**src/rtl/mem_pkg.sv**
```systemverilog
// mem_pkg: shared state type, fill constant and byte-replication helper
package mem_pkg;

    typedef enum logic {INIT, READY} state_e;

    localparam logic [7:0] INIT_BYTE_DEF = 8'hFF;

    // widest data bus the fill helper can build; callers keep the low DATA_W bits
    localparam int MAX_W = 1024;

    function automatic logic [MAX_W-1:0] rep_byte(logic [7:0] b, int nbytes);
        logic [MAX_W-1:0] r;
        r = '0;
        for (int i = 0; i < MAX_W / 8; i++)
            if (i < nbytes) r[8*i +: 8] = b;
        return r;
    endfunction

endpackage

```
**src/rtl/param_mem_ctrl_if.sv**
```systemverilog
// param_mem_ctrl_if: wen/ren word bus between a requester and the memory
interface param_mem_ctrl_if #(
    parameter int DATA_W = 8,
    parameter int ADDR_W = 2
);
    logic                wen;
    logic                ren;
    logic [ADDR_W-1:0]   addr;
    logic [DATA_W-1:0]   wdata;
    logic [DATA_W/8-1:0] wstrb;
    logic [DATA_W-1:0]   rdata;
    logic                rvalid;
    logic                err;
    logic                ready;

    modport master (output wen, ren, addr, wdata, wstrb, input rdata, rvalid, err, ready);
    modport slave  (input wen, ren, addr, wdata, wstrb, output rdata, rvalid, err, ready);
endinterface

```
**src/rtl/mem_init_seq.sv**
```systemverilog
// mem_init_seq: walks every word after reset or clr, then opens the bus
module mem_init_seq
    import mem_pkg::*;
#(
    parameter int DEPTH  = 4,
    parameter int ADDR_W = $clog2(DEPTH)
) (
    input  logic              clk,
    input  logic              rst,
    input  logic              clr,
    output logic              init_we,
    output logic [ADDR_W-1:0] init_addr,
    output logic              ready
);

    state_e            state_q, state_d;
    logic [ADDR_W-1:0] addr_d;

    // state and fill pointer; async reset always restarts the fill at word 0
    always_ff @(posedge clk or negedge rst) begin
        if (!rst) begin
            state_q   <= INIT;
            init_addr <= '0;
        end else begin
            state_q   <= state_d;
            init_addr <= addr_d;
        end
    end

    // clr restarts the fill from any state; the last fill write also flips to READY
    always_comb begin
        state_d = state_q;
        addr_d  = init_addr;
        if (clr) begin
            state_d = INIT;
            addr_d  = '0;
        end else if (state_q == INIT) begin
            addr_d = init_addr + ADDR_W'(1);
            if (init_addr == ADDR_W'(DEPTH - 1)) begin
                state_d = READY;
                addr_d  = '0;
            end
        end
    end

    assign init_we = state_q == INIT;
    assign ready   = state_q == READY;

endmodule

```
**src/rtl/param_mem_ctrl.sv**
```systemverilog
// param_mem_ctrl: byte-strobed word memory with registered read and range check
module param_mem_ctrl
    import mem_pkg::*;
#(
    parameter int         DATA_W    = 8,
    parameter int         DEPTH     = 4,
    parameter int         ADDR_W    = $clog2(DEPTH),
    parameter logic [7:0] INIT_BYTE = INIT_BYTE_DEF
) (
    input logic             clk,
    input logic             rst,
    input logic             clr,
    param_mem_ctrl_if.slave bus
);

    localparam int                 NB     = DATA_W / 8;
    localparam logic [MAX_W-1:0]  FILL_W = rep_byte(INIT_BYTE, NB);
    localparam logic [DATA_W-1:0] FILL   = FILL_W[DATA_W-1:0];

    logic [DATA_W-1:0] mem [DEPTH];
    logic              init_we, ready, accept, in_range, wr_oor;
    logic [ADDR_W-1:0] init_addr;

    mem_init_seq #(.DEPTH(DEPTH), .ADDR_W(ADDR_W)) u_seq (
        .clk      (clk),
        .rst      (rst),
        .clr      (clr),
        .init_we  (init_we),
        .init_addr(init_addr),
        .ready    (ready)
    );

    // clr in the same cycle wins over any bus access
    assign accept    = ready && !clr;
    assign in_range  = int'(bus.addr) < DEPTH;
    assign bus.ready = ready;

    // storage: the fill sequencer owns the array until ready, then strobed bus writes
    always_ff @(posedge clk) begin
        if (init_we)
            mem[init_addr] <= FILL;
        else if (accept && bus.wen && in_range)
            for (int i = 0; i < NB; i++)
                if (bus.wstrb[i]) mem[bus.addr][8*i +: 8] <= bus.wdata[8*i +: 8];
    end

    // read-first data path; write range errors are reported one cycle after the write
    always_ff @(posedge clk or negedge rst) begin
        if (!rst) begin
            bus.rdata  <= '0;
            bus.rvalid <= 1'b0;
            bus.err    <= 1'b0;
            wr_oor     <= 1'b0;
        end else begin
            bus.rvalid <= accept && bus.ren;
            if (accept && bus.ren) bus.rdata <= in_range ? mem[bus.addr] : '0;
            wr_oor  <= accept && bus.wen && !in_range;
            bus.err <= accept && ((bus.ren && !in_range) || wr_oor);
        end
    end

endmodule

```
**src/flat_wrapper.sv**
```systemverilog
// flat-port wrapper written by rule: the top's interface ports become plain ports
module param_mem_ctrl_flat import mem_pkg::*;
#(
    parameter int         DATA_W    = 8,
    parameter int         DEPTH     = 4,
    parameter int         ADDR_W    = $clog2(DEPTH),
    parameter logic [7:0] INIT_BYTE = INIT_BYTE_DEF
)
  (clk, rst, clr, bus_wen, bus_ren, bus_addr, bus_wdata, bus_wstrb, bus_rdata, bus_rvalid, bus_err, bus_ready);
  param_mem_ctrl_if #(.DATA_W(DATA_W), .ADDR_W(ADDR_W)) bus_i ();
  input logic clk;
  input logic rst;
  input logic clr;
  input wire logic [$bits(bus_i.wen)-1:0] bus_wen;
  input wire logic [$bits(bus_i.ren)-1:0] bus_ren;
  input wire logic [$bits(bus_i.addr)-1:0] bus_addr;
  input wire logic [$bits(bus_i.wdata)-1:0] bus_wdata;
  input wire logic [$bits(bus_i.wstrb)-1:0] bus_wstrb;
  output wire logic [$bits(bus_i.rdata)-1:0] bus_rdata;
  output wire logic [$bits(bus_i.rvalid)-1:0] bus_rvalid;
  output wire logic [$bits(bus_i.err)-1:0] bus_err;
  output wire logic [$bits(bus_i.ready)-1:0] bus_ready;
  assign bus_i.wen = bus_wen;
  assign bus_i.ren = bus_ren;
  assign bus_i.addr = bus_addr;
  assign bus_i.wdata = bus_wdata;
  assign bus_i.wstrb = bus_wstrb;
  assign bus_rdata = bus_i.rdata;
  assign bus_rvalid = bus_i.rvalid;
  assign bus_err = bus_i.err;
  assign bus_ready = bus_i.ready;
  param_mem_ctrl #(.DATA_W(DATA_W), .DEPTH(DEPTH), .ADDR_W(ADDR_W), .INIT_BYTE(INIT_BYTE)) u_core (.clk(clk), .rst(rst), .clr(clr), .bus(bus_i));
endmodule
```
**config.mk**
```make
export PLATFORM = sky130hd
export DESIGN_NAME = param_mem_ctrl_flat
export DESIGN_NICKNAME = d
export VERILOG_FILES = /design/src/rtl/mem_pkg.sv /design/src/rtl/param_mem_ctrl_if.sv /design/src/rtl/mem_init_seq.sv /design/src/rtl/param_mem_ctrl.sv /design/src/flat_wrapper.sv
export SDC_FILE = /design/constraint.sdc
export NUM_CORES = 1
export LEC_CHECK = 0
export CAP_MARGIN = 40
export CORE_ASPECT_RATIO = 1.1
export CORE_MARGIN = 1
export CORE_UTILIZATION = 45
export CTS_CLUSTER_SIZE = 12
export DETAILED_ROUTE_END_ITERATION = 16
export MAX_ROUTING_LAYER = met4
export PLACE_DENSITY = 0.68
export SLEW_MARGIN = 0
export SYNTH_ARGS = -nofsm -noshare
export SYNTH_HDL_FRONTEND = slang
export SYNTH_SLANG_ARGS = --single-unit
export TNS_END_PERCENT = 10
```
**constraint.sdc**
```tcl
create_clock -name clk -period 3.3 [get_ports clk]
set_input_delay 0.33 -clock clk [delete_from_list [all_inputs] [get_ports clk]]
set_output_delay 0.33 -clock clk [all_outputs]
set_load 0.01 [all_outputs]
```
==> results_slide.txt, run 1 <==
Implementation Results

Placed design
  – Post-DP HPWL: 2220 um
  – Dpl cells: between 150 and 200
  – Input/output buffers: 25
  – Routability Congestion: 0.791
  – Placed instance area: ~0.0021 mm^2
  – Pre-CTS setup slack: 0.652 ns

Timing
  – F_max: 431 MHz
  – Worst rel slew slack: 49.3%
  – Final period util: 70.3%
  – Clock Skew: approximately 0.0093 ns
  – Tmin final: 2.32 ns
  – WHS: 0.435 ns
  – RSZ-0062 raised after global routing: no
  – Final Setup Violations: 0
  – Fin worst setup slack: 0.979 ns
  – Sum Neg Setup Slack: 0 ns
  – Slew at the pin with the worst max-slew slack: approximately 0.76 ns
  – Final Hold Viols: 0
  – Final slew viol count: 0

Floorplanning
  – DIE HEIGHT: 67.7 um
  – Well Taps: 50
  – Core area: 0.00371 mm^2
  – Die X: between 60 and 70 um
  – Chip area: 0.00418 mm^2
  – Num ports: 27
  – Initial core utilization: 47.6%
  – Rows: 23

Logic synthesis
  – Synthesis area per yosys: 0.00177 mm^2
  – Area leader share: 54.4%
  – Synthesized area: 0.00177 mm^2
  – Syn Inst Count: between 90 and 100
  – Commonest flop: edfxtp_1
  – Number of enable flip-flop cells: 32
  – Compound Share, Synth: 2.26%
  – Ys flops: 44
  – Top non-seq family: multiplexers
  – XOR/XNOR Fraction of Synth Area: 0%
  – Mux cell area share: about 18%
  – Top cells by area: edfxtp_1 (54%), dfrtp_1 (17%), mux4_2 (8.9%), mux2_4 (5.9%), or2_2 (3.2%)
  – Synth Warn #: 0
  – Yosys top cell by area: edfxtp_1
  – Yosys simple share: 5.38%
  – Adder Share, Synth: 0.708%
  – Async S/R FF share, synth: around 27%
  – Number of distinct library cells after synthesis: 21
  – Syn avg cell area: 19.2 um^2
  – Yosys cell count: 92
  – Synth top cells by count: edfxtp_1 (32), dfrtp_1 (12), or2_2 (9), mux2_4 (7), mux4_2 (7)
  – Post-synthesis sequential area ratio: 71.3%
  – Net Count, Synth: 109
  – Top-count cell post-synth: edfxtp_1

Cells and area
  – Most frequent logic cell in the layout: edfxtp_1
  – Multi-input gates: 40
  – Plain + repair buffers: 30
  – Combinational share of cell area: 20.8%
  – Non-Filler Instances: 175
  – Logic area: 462 um^2
  – # clk buffers: 6
  – ClkCell Share: 5.98%
  – Register area: approximately 0.0013 mm^2
  – Non-clock buffer share: about an eighth
  – Area grow syn2layout: 25.4%
  – Final-stage net count: 141
  – Fraction of layout cells with a size suffix above 1: 28.8%
  – Nonclk inv count: 3
  – Most frequent cells in the layout: edfxtp_1 (32), clkdlybuf4s50_1 (25), dfrtp_1 (12)
  – Largest cell class by area: flip-flops and latches
  – Seq area share: 56.9%
  – Seq_cells: 44
  – Fillers: 273
  – Final instance area: about 0.0022 mm^2
  – Number of diodes: 0

Detailed routing
  – Number of DRC markers in iteration 0: 42
  – First drt pass iteration count: 4
  – Via count: approximately 910
  – DRC errors left: 0
  – Drt via density: 5.17
  – WL final: a little over 3000 um
  – Routed Antenna Nets: 0

Setup path
  – Reg2Reg Capture Point: u_core.mem[1][5]
  – Crit path max fanout: 12
  – Worst R2R Path Depth: 3
  – Slowest-stage cell, CP: o32ai_1
  – Setup CP Type: in2reg
  – Reg-to-reg startpoint: u_core.u_seq.ready
  – WP buf/inv: 2
  – CP Depth: 4
  – Register-to-register setup slack: 1.09 ns
  – Worst Setup EP: u_core.mem[1][5]
  – Worst Setup SP: clr
  – Worst setup EP type: register
  – Slowest cell delay on critical path: 0.78 ns
  – CP arrival: around 2.3 ns
  – CP Launch Type: input pin
  – Worst path top cell family by delay: AND-OR/OR-AND gates
  – CP Data Required Time: 3.31 ns
  – Critical-path cell list: clkdlybuf4s50_1, nand4b_1, o32ai_1, buf_4

Clocking
  – Latency at later pin: 0.30 ns
  – H-tree depth reported by CTS: 2
  – Postcts setup bufs: 0
  – Post_cts resized: 0
  – Reg clk slew, reported paths: roughly 0.080 ns
  – Hold-fix buffers at CTS: 0
  – Clock Path Buffers: 2
  – CTS Buf Count: 5
  – Clock Sinks: 44
  – Root Buffer: clkbuf_8
  – CTS tree: done

Worst hold path
  – Worst hold path class: in2async

GRT
  – Initial antenna violation count: 0
  – Vias in the first global route: 944
  – First-pass GRT wire length: 4670 um
  – Gr ovfl total: 0
  – Maximum number of pins on one net before global-route repair: 15

Power and ir drop
  – Switching power total: between 300 and 400 uW
  – Tot Pwr: 1440 uW
  – Clock group share of total power: roughly 33%
  – Internal Power: about 1100 uW
  – Peak supply drop: 0.277 mV
  – Pwr Density: 650 mW/mm^2
  – Switch share: 21.6%
  – Sequential share of power: between 40% and 50%
  – Combinational group share of total power: approximately a fifth
  – Leak: between 0.0006 and 0.0007 uW

Run status
  – Status: finished, final reports clean

Job
  – MaxCap Viol Count: 0
  – Total tool warning count: 26
==> run 1: metal layers <==
| metal | wire, um | up-vias | GRT usage, % |
|---|---|---|---|
| li1 | - | 415 | - |
| met1 | 1280 | 467 | 20.2 |
| met2 | 1680 | 19 | 28.9 |
| met3 | 91 | 4 | 5.94 |
| met4 | 37 | 0 | 5.83 |
| met5 | 0 | - | - |
==> run 1: registers in the layout (all words and copies together) (netlist names) <==
signal and cells:
u_core.mem 32, u_core.bus.rdata 8, u_core.u_seq.init_addr 2, u_core.u_seq.ready 1
u_core.bus.rvalid 1
==> run 1: power by group through the flow <==
stage	clock network [uW]	logic, uW	registers [uW]
global placement	0	277	697
finish	477	278	687
CTS	487	282	688
floorplan	0	109	719
detailed placement	0	280	699
global route	510	299	696
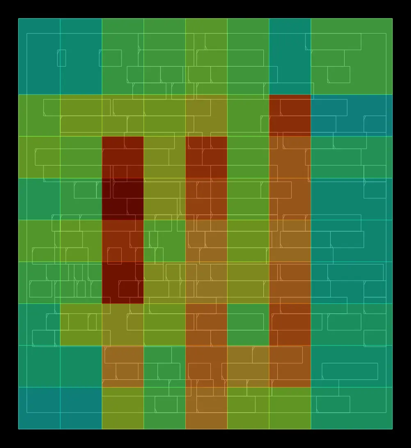
Fig. 1. Routing congestion (run 1).
All-Layer GR Usage: 17.6%
met2 usage: 28.9%
routed len/inst: 17.6 um
Post-Route Utilization: 59.7%
busiest grt layer: met2

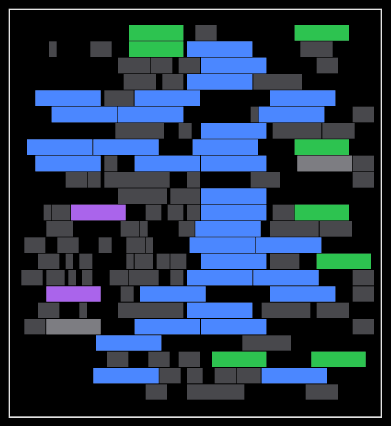
Fig. 2. Sequential cells colored by netlist name (run 1).
Scale: 6 px per um. Other sequential cells in the stronger gray, the rest of the logic in the fainter gray.
legend:
  purple:
    netlist_name: `u_core.u_seq.init_addr`
    flops: 2
  green:
    netlist_name: `u_core.bus.rdata`
    flops: 8
  blue:
    netlist_name: `u_core.mem`
    flops: 32
not colored: 2

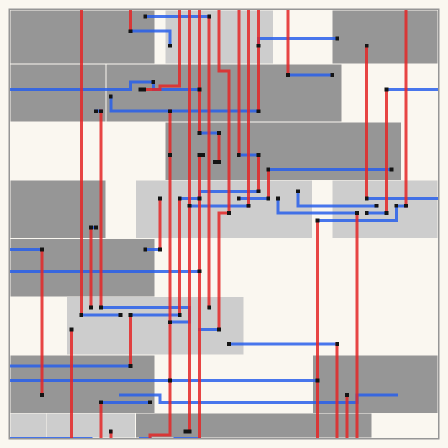
Fig. 3. A small window of the routed layout (run 1).
Window x 36 to 56, y 7 to 27 um. Cells in gray, sequential cells in the stronger gray; small squares are vias.
legend:
  red:
    layer: metal 2
  blue:
    layer: metal 1
most frequent: edfxtp_1 (4), dfrtp_1 (3), mux4_2 (2)
cells with their middle in the window: 11
netlist names of flops here include: `u_core.mem` (4), `u_core.bus.rdata` (3)
sequential cells in the window: 7

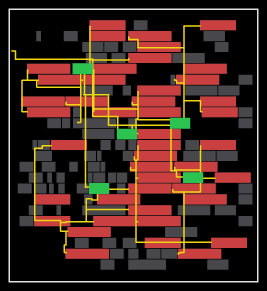
Fig. 4. Clock network drawn from the DEF (run 1).
Scale: 4 px per um.
legend:
  yellow:
    item: clock wires
    length: 480 um
  green:
    item: clock drivers
    count: 5
  red:
    item: flip-flops
    count: 44
flops lie: all over the die

==> run 2: changes to the inputs <==
--- a/config.mk
+++ b/config.mk
@@ -12,7 +12,7 @@
 export CTS_CLUSTER_SIZE = 12
 export DETAILED_ROUTE_END_ITERATION = 16
 export MAX_ROUTING_LAYER = met4
-export PLACE_DENSITY = 0.68
+export PLACE_DENSITY = 0.71
 export SLEW_MARGIN = 0
 export SYNTH_ARGS = -nofsm -noshare
 export SYNTH_HDL_FRONTEND = slang
==> constraint.sdc (replaced) <==
create_clock -name clk -period 2.1 [get_ports clk]
set_input_delay 0.21 -clock clk [delete_from_list [all_inputs] [get_ports clk]]
set_output_delay 0.21 -clock clk [all_outputs]
set_load 0.01 [all_outputs]
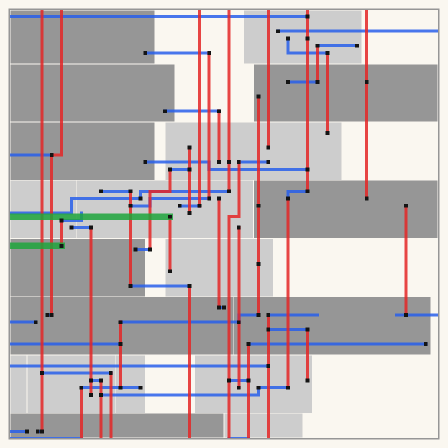
Fig. 5. A small window of the routed layout (run 2).
Window x 36 to 56, y 7 to 27 um. Cells in gray, sequential cells in the stronger gray; small squares are vias.
legend:
  green:
    layer: metal 3
  red:
    layer: metal 2
  blue:
    layer: metal 1
cells with their middle in the window: 15
netlist names of flops here include: `u_core.mem` (5), `u_core.bus.rdata` (2)
most frequent: edfxtp_1 (5), dfrtp_1 (3)
sequential cells in the window: 8

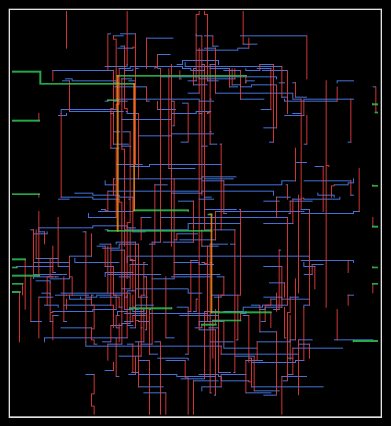
Fig. 6. Wiring by layer (run 2).
Scale: 6 px per um.
legend:
  orange:
    layer: metal 4
    wire_length: 63.2 um
  blue:
    layer: metal 1
    wire_length: 1190 um
  green:
    layer: metal 3
    wire_length: 122 um
  red:
    layer: metal 2
    wire_length: 1480 um
routed len/inst: 16.1 um
All-Layer GR Usage: 17.3%
via count: 907
WL final: 2860 um

==> results_slide.txt, run 2 <==
Implementation Results

Run status
  – Status: finished, final reports clean

Worst hold path
  – Worst hold path class: in2async

Power and ir drop
  – Switch share: 23.5%
  – Pwr Density: 914 mW/mm^2
  – Combinational group share of total power: 21.7%
  – Leak: 0.000677 uW
  – Clock group share of total power: 24.6%
  – P_seq: 1080 uW
  – Clk. pwr: 495 uW
  – Top Consumer: registers
  – Internal Power: 1540 uW
  – Sequential share of power: 53.7%
  – Comb. pwr: 436 uW

Clocking
  – Postcts setup bufs: 0
  – CTS Buf Count: 5
  – Hold-fix buffers at CTS: 0
  – CTS tree: done
  – Clock Path Buffers: 2
  – Latency at later pin: 0.29 ns
  – H-tree depth reported by CTS: 2

Cells and area
  – Most frequent logic cell in the layout: edfxtp_1
  – Number of diodes: 0
  – Non-Filler Instances: 178
  – Top reg by flops: u_core.mem
  – Max reg flops: 32
  – Fraction of layout cells with a size suffix above 1: 29.7%
  – Area grow syn2layout: 24.5%
  – Final instance area: 0.00220 mm^2
  – Fillers: around 270
  – Biggest regs: u_core.mem (32), u_core.bus.rdata (8), u_core.u_seq.init_addr (2)
  – Register area: 0.00126 mm^2

Floorplanning
  – Initial core utilization: 47.6%
  – Num ports: 27
  – Chip area: between 0.004 and 0.005 mm^2

Timing
  – Clock Skew: 0.00505 ns
  – Final slew viol count: 0
  – RSZ-0062 raised after global routing: no
  – Sum Neg Setup Slack: 0 ns
  – WHS: 0.282 ns
  – Fin worst setup slack: 0.392 ns
  – Slew at the pin with the worst max-slew slack: 0.584 ns
  – Final period util: 81.3%
  – Tmin final: 1.71 ns

Placed design
  – Dpl cells: 170
  – Pre-CTS setup slack: 0.0904 ns
  – Post-DP HPWL: 2090 um
  – Placed instance area: 0.00212 mm^2
  – Routability Congestion: 0.825

Setup path
  – Worst R2R Path Depth: 3
  – Worst path top cell family by delay: flip-flops
  – Worst setup EP type: register
  – CP Data Required Time: 2.10 ns
  – Crit path max fanout: 8
  – Reg2Reg Capture Point: u_core.mem[0][6]
  – Slowest cell delay on critical path: around 0.45 ns
  – Slowest-stage cell, CP: dfrtp_1
  – Critical-path cell list: nand4b_1, o32ai_1, buf_4
  – Reg-to-reg startpoint: u_core.u_seq.ready
  – Setup CP Type: reg2reg

Logic synthesis
  – Yosys cell count: roughly 92
  – Number of enable flip-flop cells: 32
  – Top-count cell post-synth: edfxtp_1
  – Top cells by area: edfxtp_1 (54%), dfrtp_1 (17%), mux4_2 (8.9%), mux2_4 (5.9%), or2_2 (3.2%)
  – Syn Inst Count: approximately 92
  – Synthesis area per yosys: 0.00177 mm^2
  – Ys flops: between 40 and 50
  – Net Count, Synth: ~110
  – Adder Share, Synth: 0.708%
  – Synth Warn #: 0
  – Yosys simple share: 5.38%
  – Number of distinct library cells after synthesis: 21
  – Synthesized area: 0.00177 mm^2
  – Async S/R FF share, synth: a little over a quarter
  – Area leader share: 54.4%
  – Post-synthesis sequential area ratio: 71.3%

GRT
  – Busiest grt layer: met2
  – M3 GR Usage: under 10%

Detailed routing
  – WL met3: 121 um
  – Drt via density: 5.10
  – Met2 Wirelength: 1480 um
  – First drt pass iteration count: 4
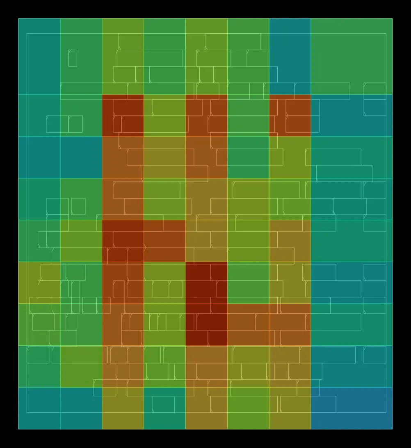
Fig. 7. Routing congestion (run 2).
met2 usage: 27.7%
met1 usage: 18.9%

run 2: cell counts after synthesis:
Identical to the previous run, type by type.
run 2: layout make-up:
cell class | count | area share, %
clock inverter | 1 | 0.227
tap | 50 | 2.84
inverter | 3 | 0.512
timing repair buffer | 33 | 14.7
clock buffer | 7 | 3.47
multi-input combinational | 40 | 21.0
sequential | 44 | 57.3
run 2: worst max-delay path by stage:
stage,from,to,cells after the start
finish,u_core.u_seq.ready,u_core.mem[0][6],3
global route,u_core.u_seq.ready,u_core.mem[0][6],3
CTS,u_core.u_seq.ready,u_core.mem[0][6],3
detailed placement,clr,u_core.mem[0][2],4
global placement,bus_addr[0],u_core.bus.rdata[3],4
floorplan,u_core.u_seq.ready,u_core.mem[0][0],3
No activity file was given, so power comes from the tool's default toggle rates.
